`src/rtl/sound_voice.sv`:
```
`default_nettype none
// sound_voice: one note at a time, square-wave oscillator shaped by an attack/sustain/release
// envelope, rendered as 1-bit PWM against an external free-running carrier. Rev 1.0
module sound_voice #(
  parameter int BW      = 8,
  parameter int PW      = 16,
  parameter int LW      = 8,
  parameter int ENV_DIV = 256
) (
  input  logic          clk_i,
  input  logic          rst_ni,
  input  logic [BW-1:0] cnt_i,
  input  logic          note_valid_i,
  output logic          note_ready_o,
  input  logic [PW-1:0] note_period_i,
  input  logic [LW-1:0] note_len_i,
  output logic [BW-1:0] level_o,
  output logic          busy_o,
  output logic          audio_o
);

  localparam int            PSW     = (ENV_DIV > 1) ? $clog2(ENV_DIV) : 1;
  localparam logic [BW-1:0] MAX     = {BW{1'b1}};
  localparam logic [PSW-1:0] PS_LAST = PSW'(ENV_DIV - 1);

  typedef enum logic [1:0] {
    IDLE    = 2'd0,
    ATTACK  = 2'd1,
    SUSTAIN = 2'd2,
    RELEASE = 2'd3
  } state_t;

  state_t         state, state_nxt;
  logic [BW-1:0]  level, level_nxt;
  logic [LW-1:0]  len, len_nxt;
  logic [PW-1:0]  period, period_nxt;
  logic [PW-1:0]  phase, phase_nxt;
  logic [PSW-1:0] presc, presc_nxt;
  logic           sq, sq_nxt;
  logic           audio;
  logic [BW-1:0]  amp;
  logic           tick;
  logic           accept;

  assign note_ready_o = (state == IDLE);
  assign busy_o       = ~note_ready_o;
  assign level_o      = level;
  assign audio_o      = audio;
  assign accept       = note_valid_i && (state == IDLE);
  assign tick         = (state != IDLE) && (presc == PS_LAST);
  assign amp          = sq ? level : '0;

  always_ff @(posedge clk_i or negedge rst_ni) begin
    if (!rst_ni) state <= IDLE;
    else         state <= state_nxt;
  end

  always_comb begin
    state_nxt  = state;
    level_nxt  = level;
    len_nxt    = len;
    period_nxt = period;
    case (state)
      IDLE: begin
        level_nxt = '0;
        if (accept) begin
          state_nxt  = ATTACK;
          period_nxt = note_period_i;
          len_nxt    = note_len_i;
        end
      end
      ATTACK: if (tick) begin
        level_nxt = level + 1'b1;
        if (level == MAX - 1'b1) state_nxt = SUSTAIN;
      end
      SUSTAIN: if (tick) begin
        if (len == '0) state_nxt = RELEASE;
        else           len_nxt   = len - 1'b1;
      end
      RELEASE: if (tick) begin
        level_nxt = level - 1'b1;
        if (level == BW'(1)) state_nxt = IDLE;
      end
      default: state_nxt = IDLE;
    endcase
  end

  // Prescaler and oscillator restart from zero on every accept and are parked at zero in IDLE.
  always_comb begin
    presc_nxt = '0;
    phase_nxt = '0;
    sq_nxt    = 1'b0;
    if (state != IDLE && state_nxt != IDLE) begin
      presc_nxt = tick ? '0 : presc + 1'b1;
      phase_nxt = phase;
      sq_nxt    = sq;
      if (period != '0) begin
        if (phase == period - 1'b1) begin
          phase_nxt = '0;
          sq_nxt    = ~sq;
        end else begin
          phase_nxt = phase + 1'b1;
        end
      end
    end
  end

  always_ff @(posedge clk_i or negedge rst_ni) begin
    if (!rst_ni) begin
      level  <= '0;
      len    <= '0;
      period <= '0;
      phase  <= '0;
      presc  <= '0;
      sq     <= 1'b0;
      audio  <= 1'b0;
    end else begin
      level  <= level_nxt;
      len    <= len_nxt;
      period <= period_nxt;
      phase  <= phase_nxt;
      presc  <= presc_nxt;
      sq     <= sq_nxt;
      audio  <= (amp > cnt_i);
    end
  end

endmodule
`default_nettype wire

```
`config.mk`:
```
export PLATFORM = sky130hd
export DESIGN_NAME = sound_voice
export DESIGN_NICKNAME = d
export VERILOG_FILES = /design/src/rtl/sound_voice.sv
export SDC_FILE = /design/constraint.sdc
export NUM_CORES = 1
export LEC_CHECK = 0
export ABC_CLOCK_PERIOD_IN_PS = 2800
export CAP_MARGIN = 25
export CORE_MARGIN = 2
export CORE_UTILIZATION = 55
export DETAILED_ROUTE_END_ITERATION = 10
export PLACE_DENSITY = 0.83
export SYNTH_ARGS = -nofsm -noshare
export SYNTH_HDL_FRONTEND = slang
export SYNTH_SLANG_ARGS = --single-unit
```
`constraint.sdc`:
```
create_clock -name clk_i -period 2.8 [get_ports clk_i]
set_clock_uncertainty 0.1 [all_clocks]
set_input_delay 0.56 -clock clk_i [delete_from_list [all_inputs] [get_ports clk_i]]
set_output_delay 0.56 -clock clk_i [all_outputs]
set_load 0.01 [all_outputs]
```
**Run 1: gate families picked out**

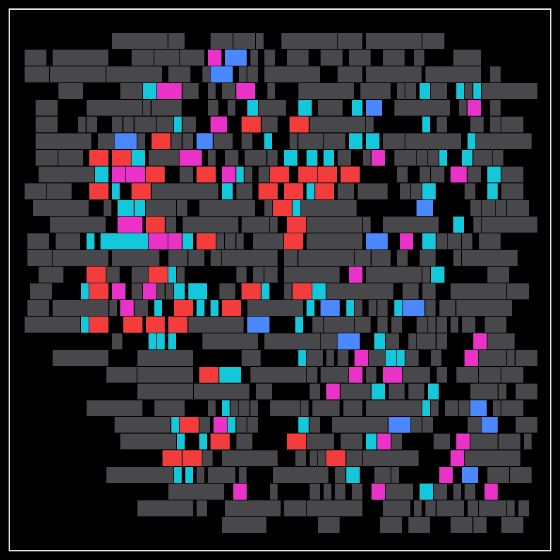
[magenta] AND and OR gates | cells: 33 | where: spread over the die
[red] XOR/XNOR gates | cells: 39
[cyan] NOR gates | cells: 72
[blue] AND-OR and OR-AND gates | cells: 15
fin cells: 592
combinational share of cell area: 46.90%
Commonest Layout Cell: dfrtp_1

**Run 1: met3 routing**

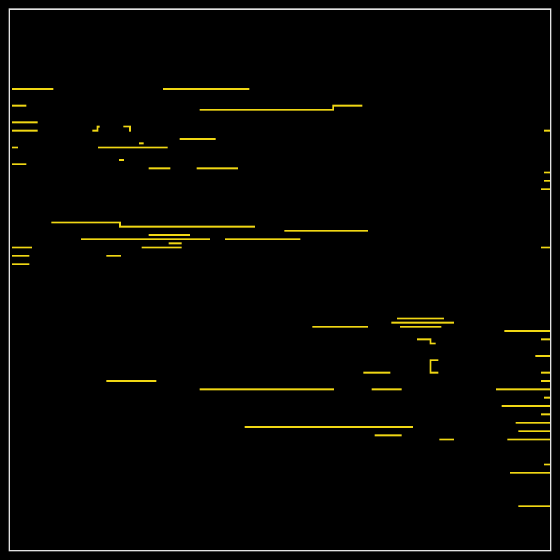
wire length on this layer: 369 um
nets with wire on the layer: 52
main direction: horizontal

**Run 1: where the registers sit**

The bar under the picture is 20 um long.
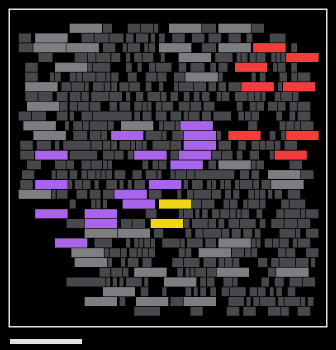
[yellow] `state` | flops: 2
[red] `len` | flops: 8 | where: north-east
[purple] `phase` | flops: 16
not colored: 34
register area: 0.001501 mm2
Seq/total area: 31.48%
Final Util: 69.82%
Seq. pwr: 1.16 mW

==> run summary, run 1 <==
yosys + openroad results -> status=completed, startpoint type of the worst setup path=register, Finished Cell Area=0.004770 mm2, CTS Root Cell=clkbuf_8, via count=3385, HPWL after detailed placement=6449 um, ANT nets after route=0, via-per-instance ratio=5.718, final setup violating endpoints=0, worst-margin pin slew=0.6002 ns, Top-area cell share=38.67%, gr ovfl total=0, Tool Warnings=29, Placed Area=0.004519 mm2, Die Y=88.02 um, # diodes=0, initial antenna violation count=0, Post-Synthesis Cell Area=0.003882 mm2, DR WL/cell=14.81 um, peak supply drop=0.2954 mV, CTS tree=yes, # IOs=46, RSZ-0062 raised after global routing=false, chip width=88.02 um, DIE AREA=0.007748 mm2, worst hold slack=0.1252 ns, min Tclk post-route=2.598 ns, Critical Path AT=2.76 ns, maximum clock frequency=384.9 MHz, Slew HR=59.99%, gp weighted congestion=0.8763, port buffer count=45, Cells after Synth=434, postcts setup bufs=0, cell count in the Yosys report=434, CP Capture Type=register, Hold Crit Class=input port to asynchronous set/reset pin, Setup CP Type=register to register, largest net degree at the start of global routing=38, post-synth area from yosys stat=0.003882 mm2, maximum fanout along the worst path=6, layout cells sized above 1=11.49%, # DRC=0, CTS Hold Bufs=0, Rows=30, Pre-Place Util=56.83%, Leak=2.133 nW, distinct lib cells=58, Nets=542, DP Cell Count=576, first-pass detailed-route iteration total=4, most used flip-flop cell=dfrtp_1, Area growth syn-to-layout=22.85%, first-pass GRT wire length=14940 um, Mapped Nets=485, fraction of registers with async set or reset after synthesis=100.0%, Seq/Total Area, Yosys=38.67%, Ys Warns=0, pre-CTS setup slack=0.2301 ns, post_cts resized=0, vias in the first global route=3425, clock sinks=60, final worst slack=0.2018 ns, Tcrit/Tclk final=92.79%, Slew Limit Fails=0, clk latency late pin=0.34 ns, DR iter-0 viols=154, clk slew on worst S/H paths=0.07 ns
==> run 1: layout by cell type, fill, tap and decap left out, types with 3 or more instances in the layout <==
cell type	instances
or3_1	5
nor2_1	36
nand4_1	11
buf_4	16
and3_1	7
clkdlybuf4s50_1	44
clkbuf_8	11
o21ai_0	24
ha_1	16
xor2_1	19
inv_1	20
nor2b_1	5
a32o_1	3
nand2b_1	7
nand3b_1	3
o31ai_1	3
xnor2_1	20
mux2_2	13
dfrtp_1	60
and2_1	10
nand3_1	21
mux2i_1	4
nor3_1	17
nor4_1	9
a21o_1	4
bufinv_16	3
nand2_1	36
a211oi_1	3
a21oi_1	25
==> run 1: critical path: stages, from the launching register on <==
cell,delay [ns]
dfrtp_1,0.43
or4_4,0.52
or3_1,0.34
or2_4,0.25
and3_4,0.19
o31ai_4,0.27
o21ai_2,0.11
buf_4,0.18
nor2_1,0.13
==> run 1: path summary, 6_finish.rpt <==
path / depth (start not counted) / slack, ns / to / startpoint
setup / recovery: 8 / 0.20 / phase[14] / period[8]
hold / removal: 1 / 0.13 / audio_o / rst_ni
setup reg to reg: 8 / 0.20 / phase[14] / period[8]
hold reg to reg: 1 / 0.39 / presc[0] / presc[0]
max in group asynchronous: 2 / 1.87 / sq / rst_ni
min in group clk_i: 1 / 0.39 / presc[0] / presc[0]
==> run 1: synthesized netlist by cell type, types with 7 or more instances <==
| cell type | instances |
|---|---|
| clkbuf_1 | 14 |
| and2_1 | 10 |
| nand4_1 | 11 |
| nor2_1 | 36 |
| inv_1 | 20 |
| xor2_1 | 19 |
| o21ai_0 | 24 |
| dfrtp_1 | 60 |
| mux2_2 | 13 |
| nor4_1 | 9 |
| nor3_1 | 17 |
| nand3_1 | 21 |
| ha_1 | 16 |
| nand2_1 | 36 |
| and3_1 | 7 |
| nand2b_1 | 7 |
| a21oi_1 | 25 |
| xnor2_1 | 20 |
==> run 1: routing by layer <==
metal | vias to the layer above | routed length, um | GRT usage, %
met5 | - | 0 | 0
met4 | 0 | 73 | 7.713
met3 | 8 | 369 | 4.618
met2 | 86 | 4373 | 42.49
met1 | 1628 | 3950 | 30.39
li1 | 1663 | - | -
==> run 1: area by class of cell <==
type,instances,area [um2]
inverters,20,75.07
multi-input cells,338,2237
clock buffers,12,155.1
well taps,96,120.1
flip-flops and latches,60,1501
repair buffers,62,585.6
fillers,553,2062
clock inverters,4,95.09
==> run 1: flip-flops by register name, indices dropped and copies added (netlist names) <==
name and flops:
period 16, phase 16, len 8, level_o 8, presc 8, state 2, audio_o 1, sq 1
==> run 1: power breakdown <==
| part | internal [mW] | switching, mW | leakage [nW] |
|---|---|---|---|
| sequential | 0.993 | 0.169 | 0.770 |
| combinational | 0.275 | 0.256 | 1.24 |
| clock | 0.639 | 0.338 | 0.127 |
| total | 1.91 | 0.764 | 2.13 |
==> run 1: cell families (layout without fill, tap and decap cells) <==
group                    Yosys count  after routing  synth area share [%]
AND-OR/OR-AND                     83             83                 13.89
flip-flops                        60             60                 38.67
AND/OR/NAND/NOR                  183            183                 24.98
XOR/XNOR                          39             39                 8.798
adder cells (fa/ha/maj)           16             16                 5.156
buffers and inverters             36             98                 3.706
multiplexers                      17             17                 4.802
==> run 1 -> run 2 <==
--- a/config.mk
+++ b/config.mk
@@ -8,9 +8,9 @@
 export ABC_CLOCK_PERIOD_IN_PS = 2800
 export CAP_MARGIN = 25
 export CORE_MARGIN = 2
-export CORE_UTILIZATION = 55
+export CORE_UTILIZATION = 51
 export DETAILED_ROUTE_END_ITERATION = 10
-export PLACE_DENSITY = 0.83
+export PLACE_DENSITY = 0.78
 export SYNTH_ARGS = -nofsm -noshare
 export SYNTH_HDL_FRONTEND = slang
 export SYNTH_SLANG_ARGS = --single-unit
**Run 2: where the registers sit**

The bar under the picture is 20 um long.
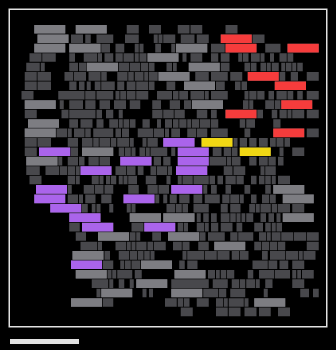
[yellow] `state` | flops: 2
[red] `len` | flops: 8 | where: north-east
[purple] `phase` | flops: 16
not colored: 34

**Run 2: met3 routing**

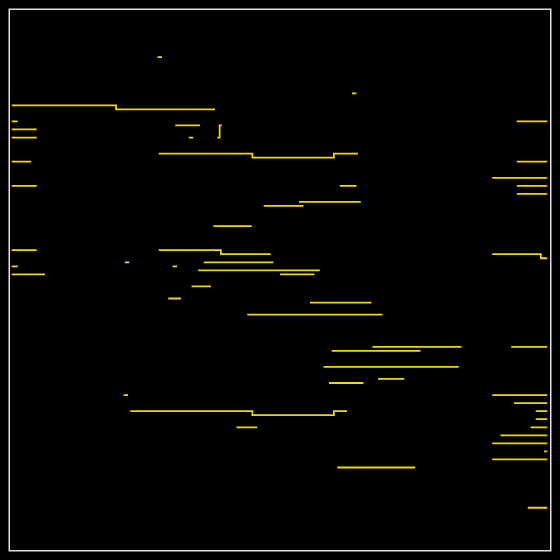
WL final: 8809 um
M3 GR Usage: 4.896%
via count: 3455

==> run 2 against run 1 <==
Net effect: largest cell class unchanged; global-route usage is 2.8 points lower; worst setup slack worse by 0.092 ns; clock power down 17%; routed wire length rose by 0.49%; critical path type unchanged; non-clock buffer count increased by 9; die size increased by 7.5%; final area is 0.37% higher; final cell count is 2.0% higher.
==> run summary, run 2 <==
yosys + openroad results -> status=completed, HPWL after detailed placement=6369 um (-1.2%), via-per-instance ratio=5.720 (about the same), clk latency late pin=0.35 ns (about the same), largest registers=period x16, phase x16, Die Y=91.25 um (+3.7%), cell count in the Yosys report=434 (unchanged), ANT nets after route=0 (unchanged), Slew HR=48.64% (-11 points), Post-Synthesis Cell Area=0.003882 mm2 (unchanged), Nets=551 (+1.7%), Pre-Place Util=52.96% (-3.9 points), Seq/Total Area, Yosys=38.67% (unchanged), fraction of registers with async set or reset after synthesis=100.0% (unchanged), Area growth syn-to-layout=23.30%, Commonest Layout Cell=dfrtp_1, DIE AREA=0.008327 mm2 (+7.5%), vias in the first global route=3247 (-5.2%), CTS Root Cell=clkbuf_8, chip width=91.25 um (+3.7%), DR WL/cell=14.58 um (-1.5%), # diodes=0 (unchanged), maximum clock frequency=371.7 MHz (-3.4%), Critical Path AT=2.82 ns (+0.06 ns), Ys Warns=0 (unchanged), DR iter-0 viols=201 (+31%), CTS tree=yes, CTS Hold Bufs=0 (unchanged), peak supply drop=0.3174 mV (+7.4%), critical-path cell with the highest stage delay=or4_1, distinct lib cells=58 (unchanged), most used flip-flop cell=dfrtp_1, Hold Crit Class=input port to asynchronous set/reset pin, Mapped Nets=485 (unchanged), cell with the most instances after synthesis=dfrtp_1, clock sinks=60 (unchanged), startpoint type of the worst setup path=register, gr ovfl total=0 (unchanged), Top cells excl fill/tap=dfrtp_1 (60), clkdlybuf4s50_1 (44), nand2_1 (36), nor2_1 (36), buf_4 (26)
**Run 2: routing congestion**

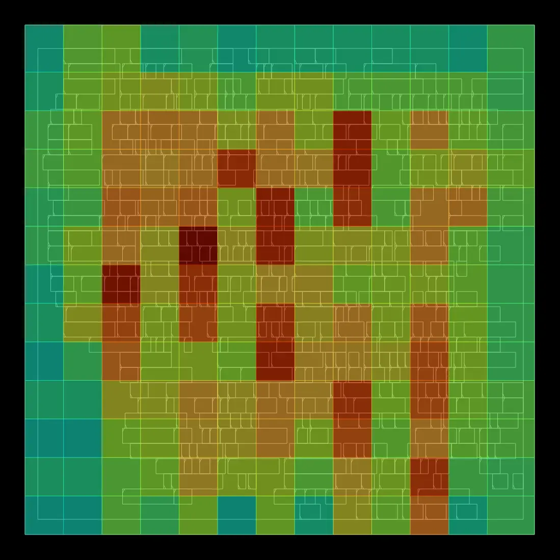
GR peak layer: met2
all-layer global routing usage: 21.44%

## run 2: cell counts after synthesis
Identical to the previous run, type by type.
## run 2: logic make-up after synthesis
kind of cell	after synthesis	share of synthesized area, %
muxes	17	4.802
xor gates and xnor gates	39	8.798
and+or+nand+nor	183	24.98
adders and majority gates	16	5.156
buffers and inverters	36	3.706
AOI/OAI and AO/OA	83	13.89
DFF	60	38.67
## run 2: final timing paths
kind	cells past startpoint	slack [ns]	endpoint	from
min in group clk_i	1	0.38	presc[0]	presc[0]
setup reg to reg	8	0.11	phase[9]	period[2]
max in group asynchronous	2	1.82	period[1]	rst_ni
hold reg to reg	1	0.38	presc[0]	presc[0]
hold / removal	2	0.27	audio_o	rst_ni
setup / recovery	8	0.11	phase[9]	period[2]
## run 2: final cells by class
| cell class | instances | area, um2 | area share [%] |
|---|---|---|---|
| Clock buffer | 11 | 151.4 | 3.163 |
| Inverter | 20 | 75.07 | 1.568 |
| Timing Repair Buffer | 71 | 640.6 | 13.38 |
| Multi-Input combinational cell | 338 | 2245 | 46.89 |
| Tap cell | 99 | 123.9 | 2.588 |
| Clock inverter | 5 | 50.05 | 1.045 |
| Sequential cell | 60 | 1501 | 31.36 |
## run 2: worst max-delay path: cells and delay by family (launching register included)
kind                   cells  cell delay [ns]
AND/OR/NAND/NOR            5             1.38
AND-OR/OR-AND              2             0.51
buffers and inverters      1             0.21
flip-flops                 1             0.38
## run 2: layer usage
| layer | vias to the layer above | share of wire, % | global-route usage, % | routed length [um] |
|---|---|---|---|---|
| li1 | 1688 | - | - | - |
| met1 | 1671 | 44 | 26.67 | 3879 |
| met2 | 81 | 49 | 36.30 | 4328 |
| met3 | 15 | 4.9 | 4.896 | 429 |
| met4 | 0 | 2.0 | 8.081 | 172 |
| met5 | - | 0 | 0 | 0 |
## run 2: report_power, final
group / internal, mW / switching (mW)
clock: 0.453 / 0.354
sequential: 0.993 / 0.171
combinational: 0.282 / 0.266
## run 2: metrics by stage
step | setup WS (ns) | hold WS, ns | cell area (um2) | cells
global route | -0.02860 | 0.3271 | 4787 | 604
detailed placement | -0.08297 | 0.3766 | 4541 | 583
global placement | 0.02523 | 0.3729 | 4541 | 583
floorplan | 0.2809 | 0.1644 | 3882 | 434
finish | 0.1096 | 0.2714 | 4787 | 604
CTS | 0.004652 | 0.2987 | 4750 | 599
## run 2: timing repair
action,CTS,global route
setup buffers,0,5
setup endpoints to repair,1,10
pin swaps,0,1
gates resized,1,0
==> run 2 -> run 3 <==
--- a/config.mk
+++ b/config.mk
@@ -9,6 +9,7 @@
 export CAP_MARGIN = 25
 export CORE_MARGIN = 2
 export CORE_UTILIZATION = 51
+export CTS_CLUSTER_DIAMETER = 80
 export DETAILED_ROUTE_END_ITERATION = 10
 export PLACE_DENSITY = 0.78
 export SYNTH_ARGS = -nofsm -noshare
**Run 3: met3 routing**

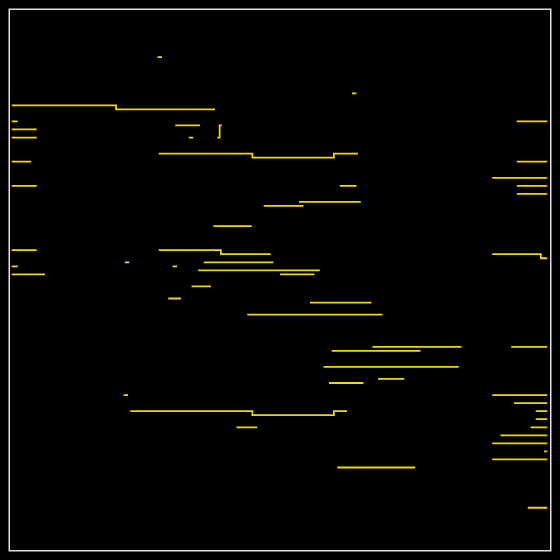
nets with wire on the layer: 46
wire length on this layer: 430 um

**Run 3: gate families picked out**

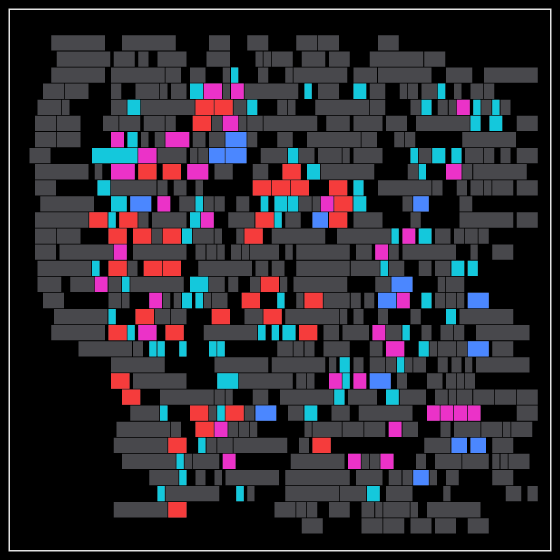
combinational share of cell area: 46.89%
fin cells: 604

==> run 3 against run 2 <==
Net effect: total power did not move; critical endpoint unchanged; critical path depth did not move; sequential power about the same; largest cell class unchanged.
==> run summary, run 3 <==
yosys + openroad results -> status=completed, clock sinks=60 (unchanged), Slew HR=48.64% (unchanged), first-pass GRT wire length=14550 um, Reg2Reg Depth=8 (unchanged), distinct lib cells=58 (unchanged), number of synthesized register bits=60, most used flip-flop cell=dfrtp_1, all-layer global routing usage=21.44% (unchanged), peak supply drop=0.3174 mV (unchanged), gr ovfl total=0 (unchanged), startpoint type of the worst setup path=register, port buffer count=45, Finished Cell Area=0.004787 mm2 (unchanged), DR WL/cell=14.58 um (unchanged), crit path DRT=2.93 ns, Core Area=0.007331 mm2, Nets=551 (unchanged), DP Cell Count=583 (unchanged), clk latency late pin=0.35 ns (about the same), # diodes=0 (unchanged), CTS Hold Bufs=0 (unchanged), DIE AREA=0.008327 mm2 (unchanged), post-synth top area cell=dfrtp_1, Top cells excl fill/tap=dfrtp_1 (60), clkdlybuf4s50_1 (44), nand2_1 (36), nor2_1 (36), buf_4 (26), Cells after Synth=434, min Tclk post-route=2.690 ns, WL final=8809 um (unchanged), Mapped Nets=485 (unchanged), r2r startpoint=period[2], Leak=2.158 nW, Tcrit/Tclk final=96.09%, via count=3455 (unchanged), cell with the most instances after synthesis=dfrtp_1, H-tree levels=3, Critical Path AT=2.82 ns (about the same), Power Density=526.2 mW/mm2, cell family with most CP delay=simple AND/OR/NAND/NOR gates, ANT nets after route=0 (unchanged), final hold viol count=0, Area growth syn-to-layout=23.30% (unchanged), cell count in the Yosys report=434 (unchanged), Commonest Layout Cell=dfrtp_1, Pre-Place Util=52.96% (unchanged), via-per-instance ratio=5.720 (unchanged), chip width=91.25 um (unchanged), maximum fanout along the worst path=8, HPWL after detailed placement=6369 um (unchanged), CTS Root Cell=clkbuf_8, clock buffer count from CTS=9, buffers plus inverters on the worst setup path=1 (unchanged), Die Y=91.25 um (unchanged), Top-area cell share=38.67%, R2R setup slack=0.11 ns (about the same), fraction of registers with async set or reset after synthesis=100.0% (unchanged), Worst Setup SP=period[2], largest registers=period x16, phase x16, DR iter-0 viols=201 (unchanged), Seq/Total Area, Yosys=38.67% (unchanged), Placed Area=0.004541 mm2 (unchanged), Ys Warns=0 (unchanged), Tool Warnings=29, critical-path cell with the highest stage delay=or4_1, maximum clock frequency=371.7 MHz (unchanged), Post-Synthesis Cell Area=0.003882 mm2 (unchanged), Hold Crit Class=input port to asynchronous set/reset pin, vias in the first global route=3247 (unchanged), layout cells sized above 1=13.27%, reg2reg end=phase[9], CTS tree=yes, gp weighted congestion=0.8549
**Run 3: where the registers sit**

The bar under the picture is 20 um long.
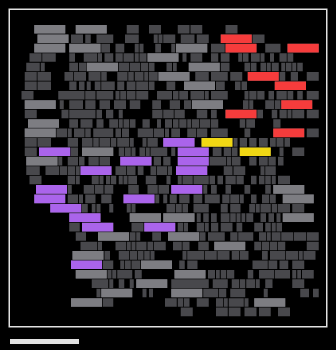
[yellow] `state` | flops: 2
[red] `len` | flops: 8 | where: north-east
[purple] `phase` | flops: 16
not colored: 34

[run 3: cell counts after synthesis]
Identical to the previous run, type by type.
[run 3: cell type report]
cell class / instances / area (um2)
inverter: 20 / 75.07
clock buffer: 11 / 151.4
tap: 99 / 123.9
clock inverter: 5 / 50.05
sequential: 60 / 1501
fill: 581 / 2544
timing repair buffer: 71 / 640.6
multi-input combinational: 338 / 2245
[run 3: worst max path at each step]
| stage | to | cells after the start |
|---|---|---|
| after global placement | phase[9] | 8 |
| after CTS | phase[9] | 8 |
| final | phase[9] | 8 |
| after detailed placement | phase[9] | 8 |
| after global routing | phase[8] | 9 |
| after floorplan | phase[8] | 8 |
[run 3: cells by family (layout without fill, tap and decap cells)]
family          after synthesis  count (layout)  synth area share [%]
compound gates               83              83                 13.89
xor+xnor                     39              39                 8.798
fa+ha+maj                    16              16                 5.156
buf+inv                      36             107                 3.706
flops                        60              60                 38.67
mux                          17              17                 4.802
simple gates                183             183                 24.98
[run 3: report_power, final]
group / switching, mW / internal, mW
Sequential: 0.171 / 0.993
Clock: 0.354 / 0.453
Combinational: 0.266 / 0.282
[run 3: timing repair]
item	in CTS	in global routing
hold endpoints to repair	0	0
setup buffers	0	5
pin swaps	0	1
resized	1	0
setup endpoints to repair	1	10
[run 3: layer usage]
metal | vias up | wire [um] | global-route usage, %
met5 | - | 0 | 0
li1 | 1688 | - | -
met3 | 15 | 429 | 4.896
met1 | 1671 | 3879 | 26.67
met4 | 0 | 172 | 8.081
met2 | 81 | 4328 | 36.30
[run 3: worst register-to-register path, delay by kind of cell, from the launching register on]
| family | cells | cell delay (ns) |
|---|---|---|
| simple gates | 5 | 1.38 |
| compound gates | 2 | 0.51 |
| flops | 1 | 0.38 |
| buf+inv | 1 | 0.21 |
[run 3: per-stage QoR]
| stage | setup slack [ns] | total power, mW | hold slack, ns |
|---|---|---|---|
| 3_3_place_gp | 0.02523 | 1.687 | 0.3729 |
| 3_5_place_dp | -0.08297 | 1.716 | 0.3766 |
| 5_1_grt | -0.02860 | 2.657 | 0.3271 |
| 6_report | 0.1096 | 2.519 | 0.2714 |
| 2_1_floorplan | 0.2809 | 1.523 | 0.1644 |
| 4_1_cts | 0.004652 | 2.523 | 0.2987 |
Power figures rest on the tool's default switching activity, not on a simulated workload.
